[config.mk]
export PLATFORM = sky130hd
export DESIGN_NAME = uart8_core
export DESIGN_NICKNAME = d
export VERILOG_FILES = /design/src/rtl/uart8_core.sv
export SDC_FILE = /design/constraint.sdc
export NUM_CORES = 1
export LEC_CHECK = 0
export ABC_AREA = 1
export CORE_MARGIN = 2
export CORE_UTILIZATION = 45
export DETAILED_ROUTE_END_ITERATION = 10
export PLACE_DENSITY = 0.62
export SYNTH_ARGS = -nofsm -noshare
export SYNTH_HDL_FRONTEND = slang
export SYNTH_SLANG_ARGS = --single-unit
[constraint.sdc]
create_clock -name clk -period 1.92 [get_ports clk]
set_clock_uncertainty 0.15 [all_clocks]
set_input_delay 0.288 -clock clk [delete_from_list [all_inputs] [get_ports clk]]
set_output_delay 0.288 -clock clk [all_outputs]
set_load 0.005 [all_outputs]
[src/rtl/uart8_core.sv]
// ---------------------------------------------------------------------------
// uart8_core
//   8N1 UART (8 data bits, no parity, one stop bit, LSB first) with one
//   receiver and one transmitter sharing a single baud generator.
//
//   The receiver oversamples RX_OVERSAMPLE times per bit and decides each bit
//   at mid-bit. The transmitter emits one bit per TX tick. A TX tick is one
//   full bit time (RX_OVERSAMPLE receiver ticks).
//
//   Optional build macro:
//     UART8_RX_MAJORITY_EN : when defined, every receiver bit decision (start,
//                            data, stop) is the 2-of-3 majority of the samples
//                            at RX_OVERSAMPLE/2-1, /2 and /2+1. The decision
//                            is made at the last of these samples. When the
//                            macro is undefined, a single sample is taken at
//                            RX_OVERSAMPLE/2.
//
// Parameters:
//   CLOCK_RATE    : system clock in Hz
//   BAUD_RATE     : serial bit rate
//   RX_OVERSAMPLE : receiver samples per bit (power of two, >= 8)
//
// Ports:
//   clk, rst_n : clock (rising edge) and asynchronous active-low reset
//   rxEn       : receiver enable; low aborts any frame and disarms the receiver
//   rx         : serial input (idle high), synchronised internally
//   rxBusy     : high from the verified start bit until the stop-bit decision
//   rxDone     : one-clock pulse when a new byte has been loaded into out
//   rxErr      : framing error flag; cleared by the next good frame or by rxEn low
//   out        : last correctly received byte
//   txEn       : transmitter enable (checked only between frames)
//   txStart    : frame request. It is level-sampled on TX tick boundaries
//                while the transmitter is idle, so the requester holds it
//                until txBusy rises.
//   in         : byte to transmit; latched when the frame starts
//   txBusy     : high for the 10 bit times of a frame
//   txDone     : one-clock pulse when the stop bit completes
//   tx         : serial output (idle high)
// ---------------------------------------------------------------------------
module uart8_core #(
  parameter int CLOCK_RATE    = 12000000,
  parameter int BAUD_RATE     = 9600,
  parameter int RX_OVERSAMPLE = 16
) (
  input  logic       clk,
  input  logic       rst_n,
  input  logic       rxEn,
  input  logic       rx,
  output logic       rxBusy,
  output logic       rxDone,
  output logic       rxErr,
  output logic [7:0] out,
  input  logic       txEn,
  input  logic       txStart,
  input  logic [7:0] in,
  output logic       txBusy,
  output logic       txDone,
  output logic       tx
);

  // Rounded clocks per receiver tick (78 at the default settings).
  localparam int RX_DIV_RAW = (CLOCK_RATE + (BAUD_RATE * RX_OVERSAMPLE) / 2) /
                              (BAUD_RATE * RX_OVERSAMPLE);
  localparam int RX_DIV     = (RX_DIV_RAW < 1) ? 1 : RX_DIV_RAW;
  localparam int DIV_W      = (RX_DIV > 1) ? $clog2(RX_DIV) : 1;
  localparam int OS_W       = $clog2(RX_OVERSAMPLE);

  localparam logic [DIV_W-1:0] DIV_LAST    = DIV_W'(RX_DIV - 1);
  localparam logic [OS_W-1:0]  SAMPLE_LAST = OS_W'(RX_OVERSAMPLE - 1);

  // The start-bit decision point is counted in receiver ticks after the
  // falling edge, minus one, because sampleCnt starts at 0 on the first tick.
`ifdef UART8_RX_MAJORITY_EN
  localparam logic [OS_W-1:0]  START_DECIDE = OS_W'(RX_OVERSAMPLE / 2);
`else
  localparam logic [OS_W-1:0]  START_DECIDE = OS_W'(RX_OVERSAMPLE / 2 - 1);
`endif

  // -------------------------------------------------------------------------
  // Free-running baud generator
  // -------------------------------------------------------------------------
  logic [DIV_W-1:0] divCnt;
  logic [OS_W-1:0]  txSubCnt;
  logic             rxTick;
  logic             txTick;

  assign rxTick = (divCnt == DIV_LAST);
  assign txTick = rxTick && (txSubCnt == SAMPLE_LAST);

  always_ff @(posedge clk or negedge rst_n) begin
    if (!rst_n) begin
      divCnt   <= '0;
      txSubCnt <= '0;
    end else begin
      if (rxTick) begin
        divCnt   <= '0;
        txSubCnt <= txSubCnt + 1'b1;   // wraps: RX_OVERSAMPLE is a power of two
      end else begin
        divCnt   <= divCnt + 1'b1;
      end
    end
  end

  // -------------------------------------------------------------------------
  // Input synchroniser and falling-edge detector
  // -------------------------------------------------------------------------
  logic [1:0] rxSync;
  logic       rxPrev;
  logic       rxIn;
  logic       rxFall;
  logic       rxBit;

  always_ff @(posedge clk or negedge rst_n) begin
    if (!rst_n) begin
      rxSync <= 2'b11;
      rxPrev <= 1'b1;
    end else begin
      rxSync <= {rxSync[0], rx};
      rxPrev <= rxSync[1];
    end
  end

  assign rxIn   = rxSync[1];
  assign rxFall = rxPrev & ~rxIn;

`ifdef UART8_RX_MAJORITY_EN
  // The two previous tick samples, combined with the current one at the
  // decision tick, give the three-sample vote.
  logic [1:0] sampleHist;

  always_ff @(posedge clk or negedge rst_n) begin
    if (!rst_n) begin
      sampleHist <= 2'b11;
    end else if (rxTick) begin
      sampleHist <= {sampleHist[0], rxIn};
    end
  end

  assign rxBit = (sampleHist[1] & sampleHist[0]) |
                 (sampleHist[1] & rxIn) |
                 (sampleHist[0] & rxIn);
`else
  assign rxBit = rxIn;
`endif

  // -------------------------------------------------------------------------
  // Receiver FSM
  // -------------------------------------------------------------------------
  typedef enum logic [2:0] {
    RX_IDLE,
    RX_START,
    RX_DATA,
    RX_STOP,
    RX_WAIT_HIGH
  } rxState_t;

  rxState_t        rxState,   rxStateNext;
  logic [OS_W-1:0] sampleCnt, sampleCntNext;
  logic [2:0]      rxBitCnt,  rxBitCntNext;
  logic [7:0]      rxShift,   rxShiftNext;
  logic [7:0]      outReg,    outNext;
  logic            rxDoneReg, rxDoneNext;
  logic            rxErrReg,  rxErrNext;
  logic            rxBusyReg, rxBusyNext;

  always_ff @(posedge clk or negedge rst_n) begin
    if (!rst_n) begin
      rxState   <= RX_WAIT_HIGH;
      sampleCnt <= '0;
      rxBitCnt  <= '0;
      rxShift   <= '0;
      outReg    <= '0;
      rxDoneReg <= 1'b0;
      rxErrReg  <= 1'b0;
      rxBusyReg <= 1'b0;
    end else begin
      rxState   <= rxStateNext;
      sampleCnt <= sampleCntNext;
      rxBitCnt  <= rxBitCntNext;
      rxShift   <= rxShiftNext;
      outReg    <= outNext;
      rxDoneReg <= rxDoneNext;
      rxErrReg  <= rxErrNext;
      rxBusyReg <= rxBusyNext;
    end
  end

  always_comb begin
    rxStateNext   = rxState;
    sampleCntNext = sampleCnt;
    rxBitCntNext  = rxBitCnt;
    rxShiftNext   = rxShift;
    outNext       = outReg;
    rxDoneNext    = 1'b0;
    rxErrNext     = rxErrReg;
    rxBusyNext    = rxBusyReg;

    if (!rxEn) begin
      // Disabled: drop any frame and re-arm from WAIT_HIGH once enabled, so a
      // line that is already low at enable time is never taken as a start bit.
      rxStateNext   = RX_WAIT_HIGH;
      sampleCntNext = '0;
      rxBitCntNext  = '0;
      rxBusyNext    = 1'b0;
      rxErrNext     = 1'b0;
    end else begin
      unique case (rxState)
        RX_WAIT_HIGH: begin
          // The line has to stay high for RX_OVERSAMPLE consecutive ticks.
          if (!rxIn) begin
            sampleCntNext = '0;
          end else if (rxTick) begin
            if (sampleCnt == SAMPLE_LAST) begin
              sampleCntNext = '0;
              rxStateNext   = RX_IDLE;
            end else begin
              sampleCntNext = sampleCnt + 1'b1;
            end
          end
        end

        RX_IDLE: begin
          if (rxFall) begin
            sampleCntNext = '0;
            rxStateNext   = RX_START;
          end
        end

        RX_START: begin
          if (rxTick) begin
            if (sampleCnt == START_DECIDE) begin
              sampleCntNext = '0;
              if (!rxBit) begin
                rxBitCntNext = '0;
                rxBusyNext   = 1'b1;
                rxStateNext  = RX_DATA;
              end else begin
                rxStateNext  = RX_IDLE;   // glitch, not a start bit
              end
            end else begin
              sampleCntNext = sampleCnt + 1'b1;
            end
          end
        end

        RX_DATA: begin
          // Decisions are one full bit apart, so they stay at mid-bit.
          if (rxTick) begin
            if (sampleCnt == SAMPLE_LAST) begin
              sampleCntNext = '0;
              rxShiftNext   = {rxBit, rxShift[7:1]};
              if (rxBitCnt == 3'd7) begin
                rxStateNext  = RX_STOP;
              end else begin
                rxBitCntNext = rxBitCnt + 1'b1;
              end
            end else begin
              sampleCntNext = sampleCnt + 1'b1;
            end
          end
        end

        RX_STOP: begin
          if (rxTick) begin
            if (sampleCnt == SAMPLE_LAST) begin
              sampleCntNext = '0;
              rxBusyNext    = 1'b0;
              if (rxBit) begin
                outNext     = rxShift;
                rxDoneNext  = 1'b1;
                rxErrNext   = 1'b0;
                rxStateNext = RX_IDLE;   // next start edge may follow at once
              end else begin
                rxErrNext   = 1'b1;
                rxStateNext = RX_WAIT_HIGH;
              end
            end else begin
              sampleCntNext = sampleCnt + 1'b1;
            end
          end
        end

        default: begin
          rxStateNext = RX_WAIT_HIGH;
        end
      endcase
    end
  end

  assign rxBusy = rxBusyReg;
  assign rxDone = rxDoneReg;
  assign rxErr  = rxErrReg;
  assign out    = outReg;

  // -------------------------------------------------------------------------
  // Transmitter FSM: every transition happens on a TX tick, so each bit on
  // the line lasts exactly one bit time.
  // -------------------------------------------------------------------------
  typedef enum logic [1:0] {
    TX_IDLE,
    TX_START,
    TX_DATA,
    TX_STOP
  } txState_t;

  txState_t   txState,   txStateNext;
  logic [7:0] txShift,   txShiftNext;
  logic [2:0] txBitCnt,  txBitCntNext;
  logic       txOutReg,  txOutNext;
  logic       txBusyReg, txBusyNext;
  logic       txDoneReg, txDoneNext;

  always_ff @(posedge clk or negedge rst_n) begin
    if (!rst_n) begin
      txState   <= TX_IDLE;
      txShift   <= '0;
      txBitCnt  <= '0;
      txOutReg  <= 1'b1;
      txBusyReg <= 1'b0;
      txDoneReg <= 1'b0;
    end else begin
      txState   <= txStateNext;
      txShift   <= txShiftNext;
      txBitCnt  <= txBitCntNext;
      txOutReg  <= txOutNext;
      txBusyReg <= txBusyNext;
      txDoneReg <= txDoneNext;
    end
  end

  always_comb begin
    txStateNext  = txState;
    txShiftNext  = txShift;
    txBitCntNext = txBitCnt;
    txOutNext    = txOutReg;
    txBusyNext   = txBusyReg;
    txDoneNext   = 1'b0;

    if (txTick) begin
      unique case (txState)
        TX_IDLE: begin
          // txEn is only consulted here, so a frame in flight always finishes.
          if (txEn && txStart) begin
            txShiftNext = in;
            txOutNext   = 1'b0;
            txBusyNext  = 1'b1;
            txStateNext = TX_START;
          end
        end

        TX_START: begin
          txOutNext    = txShift[0];
          txShiftNext  = {1'b0, txShift[7:1]};
          txBitCntNext = '0;
          txStateNext  = TX_DATA;
        end

        TX_DATA: begin
          if (txBitCnt == 3'd7) begin
            txOutNext   = 1'b1;
            txStateNext = TX_STOP;
          end else begin
            txOutNext    = txShift[0];
            txShiftNext  = {1'b0, txShift[7:1]};
            txBitCntNext = txBitCnt + 1'b1;
          end
        end

        TX_STOP: begin
          txBusyNext  = 1'b0;
          txDoneNext  = 1'b1;
          txStateNext = TX_IDLE;
        end

        default: begin
          txStateNext = TX_IDLE;
        end
      endcase
    end
  end

  assign txBusy = txBusyReg;
  assign txDone = txDoneReg;
  assign tx     = txOutReg;

endmodule

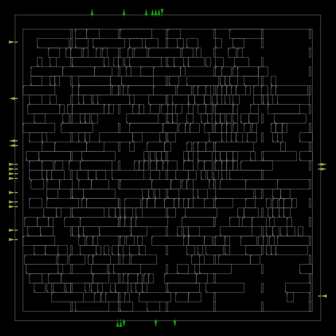
**Above:** cell placement.
final core utilization: 60.3%
tapcells inserted: 96
Seq Cell Count: 59
number of standard cells in the final layout excluding fillers: 528

==> run notes <==
Physical implementation

The run finished with clean final reports. Per the layout area report, the combinational gate area comes to roughly 1500 sq um. The total number of yosys warnings is 0. Yosys mapped a number of flops with a built-in enable equal to 0. The count of pins on the block boundary is 28. Multiplexer cells account for under 10% of the synthesized area. The leading cell category by total area is combinational gates. CTS saw 59 sinks. After synthesis, flip-flops and latches occupy around 46% of the total area. The main power-consuming group is clock. The max-slew violation count is 0. The reported clock group power is ~1.5 mW. The Yosys chip area is between 3000 and 4000 sq um.

The final layout report lists a filler cell count of ~600. The number of buffers created by CTS is 9. The max-capacitance violation count is 0. Looking at the power breakdown, combinational cells take roughly 18% of the total. The share of final layout cell area taken by clock buffers and inverters is ~6.4%. The leakage component of the power was reported as approximately 2.0 nW. Entering global routing, the biggest net connects approximately 60 pins. In the detailed route, the total length drawn on met2 is 2.85 mm.

The fraction of area in registers is roughly 36%. For reference, simple AND, OR, NAND and NOR cells occupy 26.3% of the area reported after synthesis. Per the layout area report, the register area comes to about 1500 sq um. For the pin with the worst max-slew slack, the measured transition is approximately 460 ps.

The OpenROAD warning count is 32. The wire length the detailed router placed on met1 is 3.08 mm. The synthesized netlist devotes under 10% of its cell area to XOR and XNOR gates. The number of port buffers is 27. The HPWL after detailed placement is about 4.3 mm. The clock period minus worst slack is between 1500 and 2000 ps. The data arrival time reported for the critical path is roughly 1900 ps.

The peak-usage layer in the global routing report is met2. The final setup violation count is 0. In the floorplan report the effective utilization is a little under half.

The power report puts the net switching power at 963 uW. After synthesis, the cell types taking the most area are sky130_fd_sc_hd__dfrtp_1 (42%), sky130_fd_sc_hd__nand2_1 (11%), sky130_fd_sc_hd__ha_1 (5.5%), sky130_fd_sc_hd__o21ai_2 (4.6%), sky130_fd_sc_hd__dfstp_2 (4.1%). The maximum level of the CTS H-tree is 3. STA reports the tightest min-delay check as being of type register to register. Per the synthesis report, the dominant area consumer among library cells is sky130_fd_sc_hd__dfrtp_1.

For this run, the slowest stage of the critical path takes about 390 ps. The net count entering floorplan is just under 400. The count of nets left with antenna violations once routing finished came out at 0. The layout contains a multi-input combinational cell count of ~260. The width of the die is around 90 um.

Global routing consumed, on the met2 layer, about 27% of the routing resources. The largest individual stage delay along the critical path comes from the cell sky130_fd_sc_hd__dfrtp_1. The family with the most delay on the worst path is simple AND/OR/NAND/NOR gates. The number of buffer and inverter stages on the critical path is 3. Per the slew report, the remaining headroom to the max-slew limit stands at 69.1%. The maximum clock frequency is roughly 550 MHz. By instance count after routing, the leading logic cell type is sky130_fd_sc_hd__nand2_1.

The number of signal-net inverters in the final layout is 37. The number of nets in the layout is 455. The number of global-route vias before repair came to roughly 2400.

The sequential power reported by the tool is 1.38 mW. Cell internal power was estimated by the tool at between 2 and 3 mW. The top cell types in the final layout, fill and taps aside, are sky130_fd_sc_hd__nand2_1 (96), sky130_fd_sc_hd__dfrtp_1 (54), sky130_fd_sc_hd__inv_1 (31), sky130_fd_sc_hd__clkdlybuf4s50_1 (26), sky130_fd_sc_hd__nor2_1 (25). Combinational power for this build is 645 uW.

The number of flip-flops and latches in the synthesized netlist is 59. The script logs the mean routed wire length per placed instance as 11.7 um. The count of different cell masters after synthesis is 39. The total DRC errors in the routed layout is 0. Per the detail_route report, vias per standard cell equal 4.79. The initial antenna violation count came to 0. The total routing resource utilization after global routing is 17.8%. The critical-path maximum fanout is 8.

The overall die size recorded for this design is 7820 sq um. The placer congestion estimate is between 0.9 and 1. Yosys stat counts ~370 cells in the synthesized netlist. The data required time at the worst endpoint is roughly 2000 ps. The iteration count recorded for the first detailed-route pass is 4. The post-cts hold-fix buffer tally is 1. In the global route stage, met3 resource usage came out at 3.36%. The part of the power in registers is 39.2%. The switching power share of the total is between 20% and 30%. The post-layout period usage of the worst path is 94.3%. The height of the die is 88.4 um. The commonest cells after synthesis are sky130_fd_sc_hd__nand2_1 (97), sky130_fd_sc_hd__dfrtp_1 (54), sky130_fd_sc_hd__inv_1 (32).

In the synthesized netlist the async set-or-reset flop fraction comes to 100%. The top metal layer carrying routed signals is met4. The clock latency on the worst-skew pair is approximately 340 ps. The detailed router placed roughly 2500 vias in this run. The floorplan has 30 rows.

The post-synthesis instance area is approximately 3200 sq um. The total of plain and repair buffers excluding clock buffers is 58. The least setup slack across all paths after layout is between 100 and 150 ps. The count of inserted antenna diode cells is 0. The startpoint class of the critical path is a register.

TritonCTS built the clock tree. The total wire length is 6.19 mm. In the post-synthesis netlist, the cell with the most instances is sky130_fd_sc_hd__nand2_1.

The logic gate fraction of the total cell area is 37.4%. After technology mapping, the gate count stands at ~370. The AND-OR/OR-AND share of the synthesized area is a little under an eighth. The final layout report lists a clock buffer count of 9.

No sink is reached through more buffers than the 2 on the longest clock path. The startpoint-to-endpoint class of the critical path is register to register. A synthesized cell averages between 8 and 9 sq um.

The buffers inserted during post-CTS setup optimization is 0. Looking at the clock tree report, the root buffer type is sky130_fd_sc_hd__clkbuf_8. The adder-cell area share of the yosys netlist is under 10%.
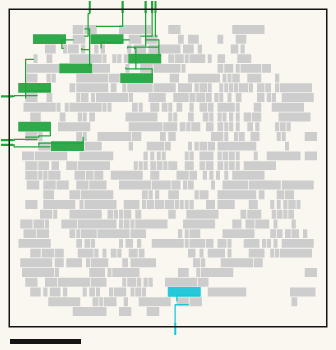
**Above:** port wiring.
Scale bar: 20 um.
txDone -> cyan  # direction output, end cells 1, buffers 1, wire 17.4 um
out -> green  # direction output, end cells 8, buffers 8, wire 182 um

==> stage by stage <==
step                      cell area [sq um]  hold WS [ps]  util, %  std cells  power, mW
after floorplan                        3210          -158        -        369       1.79
after global placement                 3760           169     55.1        508       2.02
after detailed placement               3760           169     55.1        508       2.02
after CTS                              4050           207     59.2        525       3.55
after global routing                   4120           219     60.3        528       3.72
final                                  4120           209     60.3        528       3.52
==> registers in the layout, summed over array words and instances (netlist names) <==
register	count
txDone	1
rxShift	8
txShift	8
rxBusy	1
rxErr	1
sampleCnt	4
out	8
txState	2
rxState	3
tx	1
divCnt	7
txSubCnt	4
rxDone	1
txBusy	1
rxSync	2
txBitCnt	3
rxPrev	1
rxBitCnt	3
==> cells by family (layout without fill, tap and decap cells) <==
logic type | count (synthesis) | after routing
AND/OR/NAND/NOR | 179 | 179
flip-flops | 59 | 59
AND-OR/OR-AND | 58 | 58
buffers and inverters | 48 | 111
adder cells (fa/ha/maj) | 14 | 14
multiplexers | 7 | 7
XOR/XNOR | 4 | 4
==> worst paths after layout <==
check / from / end / slack [ps] / depth (start not counted)
max: divCnt[1]$_DFF_PN0_ / out[2]$_DFFE_PN0P_ / 110 / 11
min in group asynchronous: rst_n / divCnt[4]$_DFF_PN0_ / 340 / 3
min reg2reg: rxSync[0]$_DFF_PN1_ / rxSync[1]$_DFF_PN1_ / 210 / 0
max in group asynchronous: rst_n / rxSync[1]$_DFF_PN1_ / 960 / 3
min: rxSync[0]$_DFF_PN1_ / rxSync[1]$_DFF_PN1_ / 210 / 0
max reg2reg: divCnt[1]$_DFF_PN0_ / out[2]$_DFFE_PN0P_ / 110 / 11
Power and IR drop assume default switching activity.
